Run 1, placed cells, one color a class:
Scale bar: 50 µm.
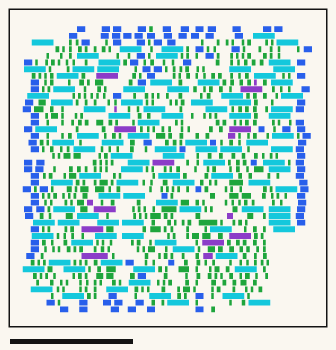
Run 1, routing congestion:
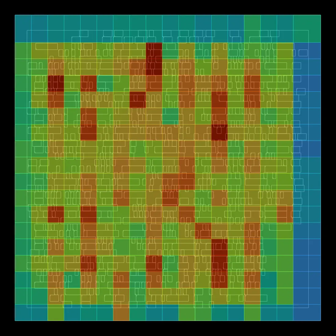
Run 1, M1 wires:
Scale bar: 50 µm. Supply wires on this layer in gray. Cells faint in the background.
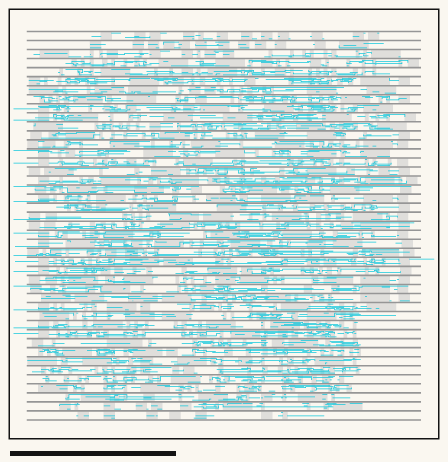
<file path="src/rtl/mem_done_ctrl.sv">
// Per-memory access controller: runs one access per step against a multi-cycle
// backing memory and holds done/rdata until the step pulse consumes them.
module mem_done_ctrl #(
  parameter int unsigned ADDR_W  = 16,
  parameter int unsigned DATA_W  = 16,
  parameter int unsigned TIMEOUT = 255
) (
  input  logic              clk,
  input  logic              rst,
  input  logic              step,
  input  logic              req,
  input  logic              wr,
  input  logic [ADDR_W-1:0] addr,
  input  logic [DATA_W-1:0] wdata,
  output logic              done,
  output logic [DATA_W-1:0] rdata,
  output logic              err,
  output logic              mem_req,
  output logic              mem_wr,
  output logic [ADDR_W-1:0] mem_addr,
  output logic [DATA_W-1:0] mem_wdata,
  input  logic              mem_ack,
  input  logic [DATA_W-1:0] mem_rdata
);

  localparam int unsigned CNT_W = 16;

  typedef enum logic [1:0] {
    S_IDLE = 2'd0,
    S_WAIT = 2'd1,
    S_DONE = 2'd2
  } state_t;

  state_t            state_q, state_d;
  logic              done_q, done_d;
  logic              err_q, err_d;
  logic [DATA_W-1:0] rdata_q, rdata_d;
  logic              mem_req_q, mem_req_d;
  logic              mem_wr_q, mem_wr_d;
  logic [ADDR_W-1:0] mem_addr_q, mem_addr_d;
  logic [DATA_W-1:0] mem_wdata_q, mem_wdata_d;
  logic [CNT_W-1:0]  cnt_q, cnt_d;
  logic              buf_valid_q, buf_valid_d;
  logic [ADDR_W-1:0] buf_addr_q, buf_addr_d;
  logic [DATA_W-1:0] buf_data_q, buf_data_d;

  logic buf_hit_c;
  logic tmo_c;

  assign buf_hit_c = buf_valid_q && (buf_addr_q == addr);
  assign tmo_c     = (cnt_q == CNT_W'(TIMEOUT - 1));

  // State and datapath registers
  always_ff @(posedge clk or posedge rst) begin
    if (rst) begin
      state_q     <= S_IDLE;
      done_q      <= 1'b0;
      err_q       <= 1'b0;
      rdata_q     <= '0;
      mem_req_q   <= 1'b0;
      mem_wr_q    <= 1'b0;
      mem_addr_q  <= '0;
      mem_wdata_q <= '0;
      cnt_q       <= '0;
      buf_valid_q <= 1'b0;
      buf_addr_q  <= '0;
      buf_data_q  <= '0;
    end else begin
      state_q     <= state_d;
      done_q      <= done_d;
      err_q       <= err_d;
      rdata_q     <= rdata_d;
      mem_req_q   <= mem_req_d;
      mem_wr_q    <= mem_wr_d;
      mem_addr_q  <= mem_addr_d;
      mem_wdata_q <= mem_wdata_d;
      cnt_q       <= cnt_d;
      buf_valid_q <= buf_valid_d;
      buf_addr_q  <= buf_addr_d;
      buf_data_q  <= buf_data_d;
    end
  end

  // Next-state logic
  always_comb begin
    state_d = state_q;
    case (state_q)
      S_IDLE: begin
        if (!req || (!wr && buf_hit_c)) state_d = S_DONE;
        else                            state_d = S_WAIT;
      end
      S_WAIT: begin
        if (mem_ack || tmo_c) state_d = S_DONE;
      end
      S_DONE: begin
        if (step) state_d = S_IDLE;
      end
      default: state_d = S_IDLE;
    endcase
  end

  // Datapath/output next values; an ack wins over a timeout in the same cycle
  always_comb begin
    done_d      = done_q;
    err_d       = err_q;
    rdata_d     = rdata_q;
    mem_req_d   = mem_req_q;
    mem_wr_d    = mem_wr_q;
    mem_addr_d  = mem_addr_q;
    mem_wdata_d = mem_wdata_q;
    cnt_d       = cnt_q;
    buf_valid_d = buf_valid_q;
    buf_addr_d  = buf_addr_q;
    buf_data_d  = buf_data_q;
    case (state_q)
      S_IDLE: begin
        if (!req) begin
          done_d  = 1'b1;
          rdata_d = '0;
        end else if (!wr && buf_hit_c) begin
          done_d  = 1'b1;
          rdata_d = buf_data_q;
        end else begin
          mem_req_d   = 1'b1;
          mem_wr_d    = wr;
          mem_addr_d  = addr;
          mem_wdata_d = wdata;
          cnt_d       = '0;
        end
      end
      S_WAIT: begin
        if (mem_ack) begin
          mem_req_d = 1'b0;
          mem_wr_d  = 1'b0;
          done_d    = 1'b1;
          if (!mem_wr_q) begin
            rdata_d     = mem_rdata;
            buf_addr_d  = mem_addr_q;
            buf_data_d  = mem_rdata;
            buf_valid_d = 1'b1;
          end else begin
            rdata_d = '0;
            if (buf_addr_q == mem_addr_q) buf_data_d = mem_wdata_q;
          end
        end else if (tmo_c) begin
          mem_req_d   = 1'b0;
          mem_wr_d    = 1'b0;
          err_d       = 1'b1;
          done_d      = 1'b1;
          rdata_d     = '0;
          buf_valid_d = 1'b0;
        end else begin
          cnt_d = cnt_q + CNT_W'(1);
        end
      end
      S_DONE: begin
        if (step) done_d = 1'b0;
      end
      default: ;
    endcase
  end

  assign done      = done_q;
  assign err       = err_q;
  assign rdata     = rdata_q;
  assign mem_req   = mem_req_q;
  assign mem_wr    = mem_wr_q;
  assign mem_addr  = mem_addr_q;
  assign mem_wdata = mem_wdata_q;

endmodule

</file>
<file path="config.mk">
export PLATFORM = sky130hd
export DESIGN_NAME = mem_done_ctrl
export DESIGN_NICKNAME = d
export VERILOG_FILES = /design/src/rtl/mem_done_ctrl.sv
export SDC_FILE = /design/constraint.sdc
export NUM_CORES = 1
export LEC_CHECK = 0
export ABC_AREA = 1
export CELL_PAD_IN_SITES_DETAIL_PLACEMENT = 1
export CELL_PAD_IN_SITES_GLOBAL_PLACEMENT = 1
export CORE_MARGIN = 5
export CORE_UTILIZATION = 38
export CTS_BUF_LIST = sky130_fd_sc_hd__clkbuf_16
export DETAILED_ROUTE_END_ITERATION = 16
export GPL_ROUTABILITY_DRIVEN = 0
export HOLD_SLACK_MARGIN = 0.1
export PLACE_DENSITY_LB_ADDON = 0.1
export SLEW_MARGIN = 10
export SYNTH_ARGS = -nofsm -noshare
export SYNTH_HDL_FRONTEND = slang
export SYNTH_SLANG_ARGS = --single-unit
</file>
<file path="constraint.sdc">
create_clock -name clk -period 4.6 [get_ports clk]
set_input_delay 0.92 -clock clk [delete_from_list [all_inputs] [get_ports clk]]
set_output_delay 0.92 -clock clk [all_outputs]
set_load 0.005 [all_outputs]
</file>
==> results.cfg, run 1 <==
; yosys + openroad results
[floorplan]
die_area_um2 = 16600
core_area_um2 = 13900
pin_count = 106
fp_util_pct = 38.7

[layout]
utilization_pct = 49.3
nFillCells = 1708
layout.cells.most_common_list = nand2_1 (258), clkdlybuf4s50_1 (105), dfrtp_1 (103), nand3_1 (70), inv_1 (64)
area_growth_pct = 27.4
instances_no_fill = 985
n_antenna_cell = 0
finish.net_count = 856
ff_latch_area_um2 = 2580

[detailed_routing]
wl_per_cell_um = 16.4
num_vias = 4948
wl_mm = 16.1
via_per_inst = 5.02
drtIter0Drc = 234
route.detailed.drc = 0

[synth]
synth-seq-cells = 103
post_synth.cell_area_avg_um2 = 7.60
postSynthSeqShare_pct = 48.0
ys_area_um2 = 5370
yosysUniqueCellTypes = 36
netlist_instances = 706

[power]
p_leak_nw = 3.35
peakVddDrop_mv = 0.279

[clocking]
clk_path_buf_depth = 2
path_clk_slew_ns = 0.07
clock_latency_ns = 0.35
cts.sinks = 103
cts_resized = 0
cts_tree = done

[run_status]
status = finished clean

[sta]
skew_ns = 0.0105
setup_viol = 0
finalClockPeriodUsage_pct = 62.2
fmax_mhz = 350
timing.slew.headroom_pct = 39.4

[grt]
grt_pass1_wl_mm = 26.4
grt_max_degree = 69

[worst_setup_path]
path_class = input port to flop
required_ns = 4.86
cp_max_fo = 48
end_kind = flop
worst_setup_path_start_kind = input port

[place]
dp.cells = 969
post-dp-hpwl_mm = 11.6
place_worst_setup_slack_ns = 1.37

[hold_path]
hold_depth = 2

[job]
warnings = 27
cap_violations = 0
Notes on 'placed cells, one color a class' above:
color	class	cells	share of their area
blue	other buffers and delay cells	112	17%
cyan	flops	103	39%
green	combinational and other logic	574	40%
purple	clock drivers and dummy loads	16	4.5%

Notes on 'routing congestion' above:
routing usage on met3: 3.65%
Tot GR Track Use: 19.9%
M2 GR Usage: 32.8%

Notes on 'M1 wires' above:
share of all routed wire	47%
longest straight run	36.3 µm

[run 1: sequential cells by signal, summed over array words and instances, names as in the netlist]
| signal | cells |
|---|---|
| cnt_q | 16 |
| mem_req | 1 |
| rdata | 16 |
| mem_wdata | 16 |
| done | 1 |
| buf_data_q | 16 |
| state_q | 2 |
| buf_addr_q | 16 |
| mem_wr | 1 |
| mem_addr | 16 |
| buf_valid_q | 1 |
| err | 1 |
[run 1: report_power, final]
| part | internal [W] | total, W | switching [W] |
|---|---|---|---|
| registers | 0.00127 | 0.00159 | 0.000325 |
| clock network | 0.000423 | 0.000783 | 0.000359 |
| logic | 0.000762 | 0.00166 | 0.000896 |
[run 1: area by class of cell]
cell class | instances | area share (%)
flip-flops and latches | 103 | 37.7
repair buffers | 112 | 16.1
inverters | 72 | 3.99
clock inverters | 7 | 1.06
well taps | 180 | 3.29
multi-input cells | 502 | 34.5
clock buffers | 9 | 3.29
[run 1: path summary, 6_finish.rpt]
kind                               start        endpoint  slack (ns)
worst min-delay path            rdata[3]        rdata[3]        0.47
worst max register to register    mem_wr  buf_data_q[14]        2.16
worst min register to register  rdata[3]        rdata[3]        0.47
min in group asynchronous            rst        cnt_q[4]        1.12
max in group asynchronous            rst       rdata[10]        2.67
worst max-delay path             addr[5]     mem_addr[7]        1.74
[run 1: cells by family (layout without fill, tap and decap cells)]
kind of cell,count (synthesis),count (layout),share of synthesized area (%)
AND/OR/NAND/NOR,401,401,32.5
flip-flops,103,103,48.0
buffers and inverters,101,200,8.09
AND-OR/OR-AND,81,81,7.88
XOR/XNOR,15,15,2.45
multiplexers,3,3,0.629
adder cells (fa/ha/maj),2,2,0.466
[run 1: worst max-delay path: stages]
cell and delay (ns):
clkdlybuf4s50_1 0.49, inv_1 0.06, nand2_1 0.06, o21ai_0 0.08, inv_1 0.07, nand2_1 0.05
nor2_1 0.18, nand3_2 0.17, nand3_4 0.31, buf_4 0.46, nand2_1 0.12, o21ai_0 0.12
[run 1: cells in the mapped netlist (all sizes together)]
library cell,n,share of area [%]
buf,23,2.6
nand3,74,7.3
nand3b,1,0.14
clkbuf,6,0.42
dfrtp,103,48
inv,71,5.0
ha,2,0.47
o21ai,64,6.0
or2,3,0.35
mux2,3,0.63
nor3,13,1.4
o21a,1,0.14
nand4,10,1.6
nand2,263,19
xor2,6,0.98
clkinv,1,0.070
nor2,37,2.9
a211o,1,0.16
a21oi,15,1.6
xnor2,9,1.5
[run 1: stage by stage]
| stage | instance area (µm²) | power [W] | hold WS [ns] |
|---|---|---|---|
| after CTS | 6840 | 0.00408 | 0.479 |
| after global routing | 6840 | 0.00433 | 0.499 |
| final | 6840 | 0.00403 | 0.471 |
| after floorplan | 5370 | 0.00249 | 0.464 |
| after detailed placement | 6540 | 0.00327 | 0.461 |
| after global placement | 6540 | 0.00318 | 0.455 |
[run 1: routing by layer]
layer,vias up,share of wire (%)
met5,-,0
met4,0,1.4
met3,18,3.6
met2,88,48
met1,2419,47
li1,2423,-
Run 1, cell sizes after repair:
Scale bar: 50 µm.
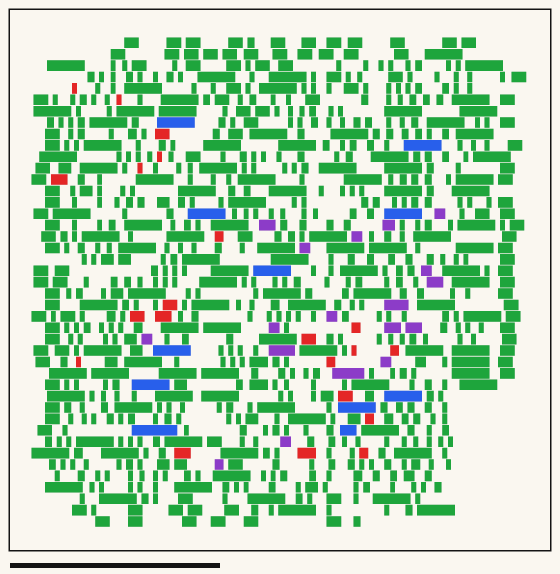

--- run 2 (diff from run 1) ---
Settings changed: CORE_UTILIZATION 38 to 34.
Clock period 4.6 ns to 2.51 ns, I/O delays scaled along.
Run 2, cell sizes after repair:
Scale bar: 50 µm.
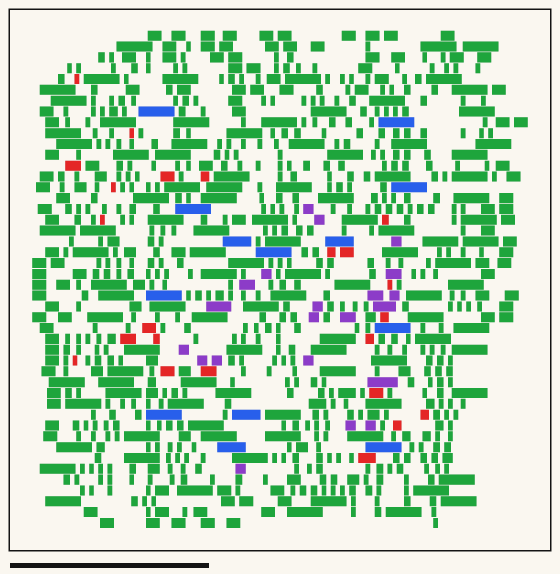
color	size	cells
red	_2 cells	23
green	_0 and _1 cells	756
blue	_6 and larger	13
purple	_3 and _4 cells	21

==> results.cfg, run 2 <==
; yosys + openroad results
[power]
switching_share_pct = 39.2
p_clk_share_pct = 17.6
power.total_w = 0.00731
power_switching_w = 0.00286
power.sequential.fraction_pct = 39.9
combPwrFrac_pct = 42.6
peakVddDrop_mv = 0.424
p_leak_nw = 3.39

[floorplan]
die_area_um2 = 18400
fp_util_pct = 34.2
pin_count = 106
core_area_um2 = 15700

[sta]
finalClockPeriodUsage_pct = 83.1
timing.slew.headroom_pct = 63.4
final.setup.tns_ns = 0
fmax_mhz = 479
setup_viol = 0

[detailed_routing]
drtIter0Drc = 201
via_per_inst = 4.81
wl_per_cell_um = 15.8
wl_mm = 16.3
route.detailed.drc = 0
num_vias = 4952

[synth]
yosysUniqueCellTypes = 36
postSynthSeqShare_pct = 48.0
fp_nets = 762
ys.flop_type = dfrtp_1
synthTopCellsByCount = nand2_1 (258), dfrtp_1 (103), nand3_1 (71)
most_common_cell = nand2_1
synthTopCellsByArea = dfrtp_1 (48%), nand2_1 (18%), nand3_1 (6.6%), o21ai_0 (5.7%), inv_1 (4.5%)
top_area_share_pct = 48.0
ys_area_um2 = 5370
synth-edff-count = 0
netlist_instances = 706
synth-seq-cells = 103
async_flop_share_pct = 100
post_synth.cell_area_avg_um2 = 7.60

[worst_setup_path]
path_class = input port to flop
cp_max_fo = 17
path_cells = clkdlybuf4s50_1 -> inv_1 -> nand2_1 -> nand2_1 -> nor2_1 -> nand2_1 -> nor2_1 -> nand3_2 -> nand3_4 -> nand2_2 -> nand2_1 -> nand2_1
crit_slowest_cell = clkdlybuf4s50_1
max_stage_delay_ns = 0.48
crit_path_frequent_cell = nand2_1
required_ns = 2.75
end_kind = flop

[clocking]
cts.sinks = 103
clk_path_buf_depth = 2
clock_latency_ns = 0.35
path_clk_slew_ns = 0.06
cts_resized = 0

[run_status]
status = finished clean

[layout]
finish.net_count = 865
n_antenna_cell = 0
nFillCells = 1933
layout.cells.most_common_list = nand2_1 (258), clkdlybuf4s50_1 (105), dfrtp_1 (103), nand3_1 (70), inv_1 (64)
ff_latch_area_um2 = 2580
stdcell_area_um2 = 6960
area_growth_pct = 29.6
mostFrequentLayoutCell = nand2_1

[job]
warnings = 27
cap_violations = 0

[place]
dp.cells = 1014
post-dp-hpwl_mm = 12.3
place_worst_setup_slack_ns = 0.0203

[grt]
grt_usage_pct = 18.4
grt_pass1_wl_mm = 26.9
grt_max_degree = 49

[hold_path]
hp-class = flop to flop
[run 2: metal layers]
metal	track usage, %	wire (µm)	vias up
li1	-	-	2436
met1	24.5	7750	2415
met2	30.4	7700	77
met3	3.01	477	24
met4	6.55	332	0
met5	0	0	-
[run 2: logic make-up after synthesis]
kind of cell,after synthesis,synth area share [%]
AND-OR/OR-AND,81,7.88
XOR/XNOR,15,2.45
AND/OR/NAND/NOR,401,32.5
adder cells (fa/ha/maj),2,0.466
buffers and inverters,101,8.09
multiplexers,3,0.629
flip-flops,103,48.0
[run 2: power groups by stage]
| stage | clock network (W) | logic (W) | registers, W |
|---|---|---|---|
| finish | 0.00128 | 0.00311 | 0.00291 |
| global route | 0.00139 | 0.00351 | 0.00301 |
| CTS | 0.00132 | 0.00319 | 0.00292 |
| detailed placement | 0 | 0.00317 | 0.00294 |
| global placement | 0 | 0.00307 | 0.00290 |
| floorplan | 0 | 0.00173 | 0.00283 |
[run 2: critical path, delay by kind of cell]
kind | cells | cell delay [ns]
buffers and inverters | 2 | 0.54
AND/OR/NAND/NOR | 10 | 1.28
[run 2: final cells by class]
type	count	share of cell area, %
flip-flops and latches	103	37.0
clock buffers	9	3.24
well taps	216	3.88
inverters	72	3.94
clock inverters	6	0.414
repair buffers	121	17.5
multi-input cells	502	33.9
[run 2: worst paths after layout]
path                            startpoint              to  slack, ns  cells after the start
worst min-delay path              rdata[8]        rdata[8]       0.47                      2
max in group asynchronous              rst  buf_data_q[11]       1.46                      3
worst min register to register    rdata[8]        rdata[8]       0.47                      2
min in group asynchronous              rst     mem_addr[1]       0.48                      2
worst max register to register  state_q[1]   buf_data_q[8]       0.53                      7
worst max-delay path              addr[14]       cnt_q[12]       0.42                     12
[run 2: through the flow]
stage	util, %	hold slack, ns
final	44.3	0.473
after global routing	44.3	0.490
after CTS	44.3	0.478
after detailed placement	42.7	0.461
after global placement	42.7	0.456
after floorplan	-	0.464
Power figures rest on the tool's default switching activity, not on a simulated workload.
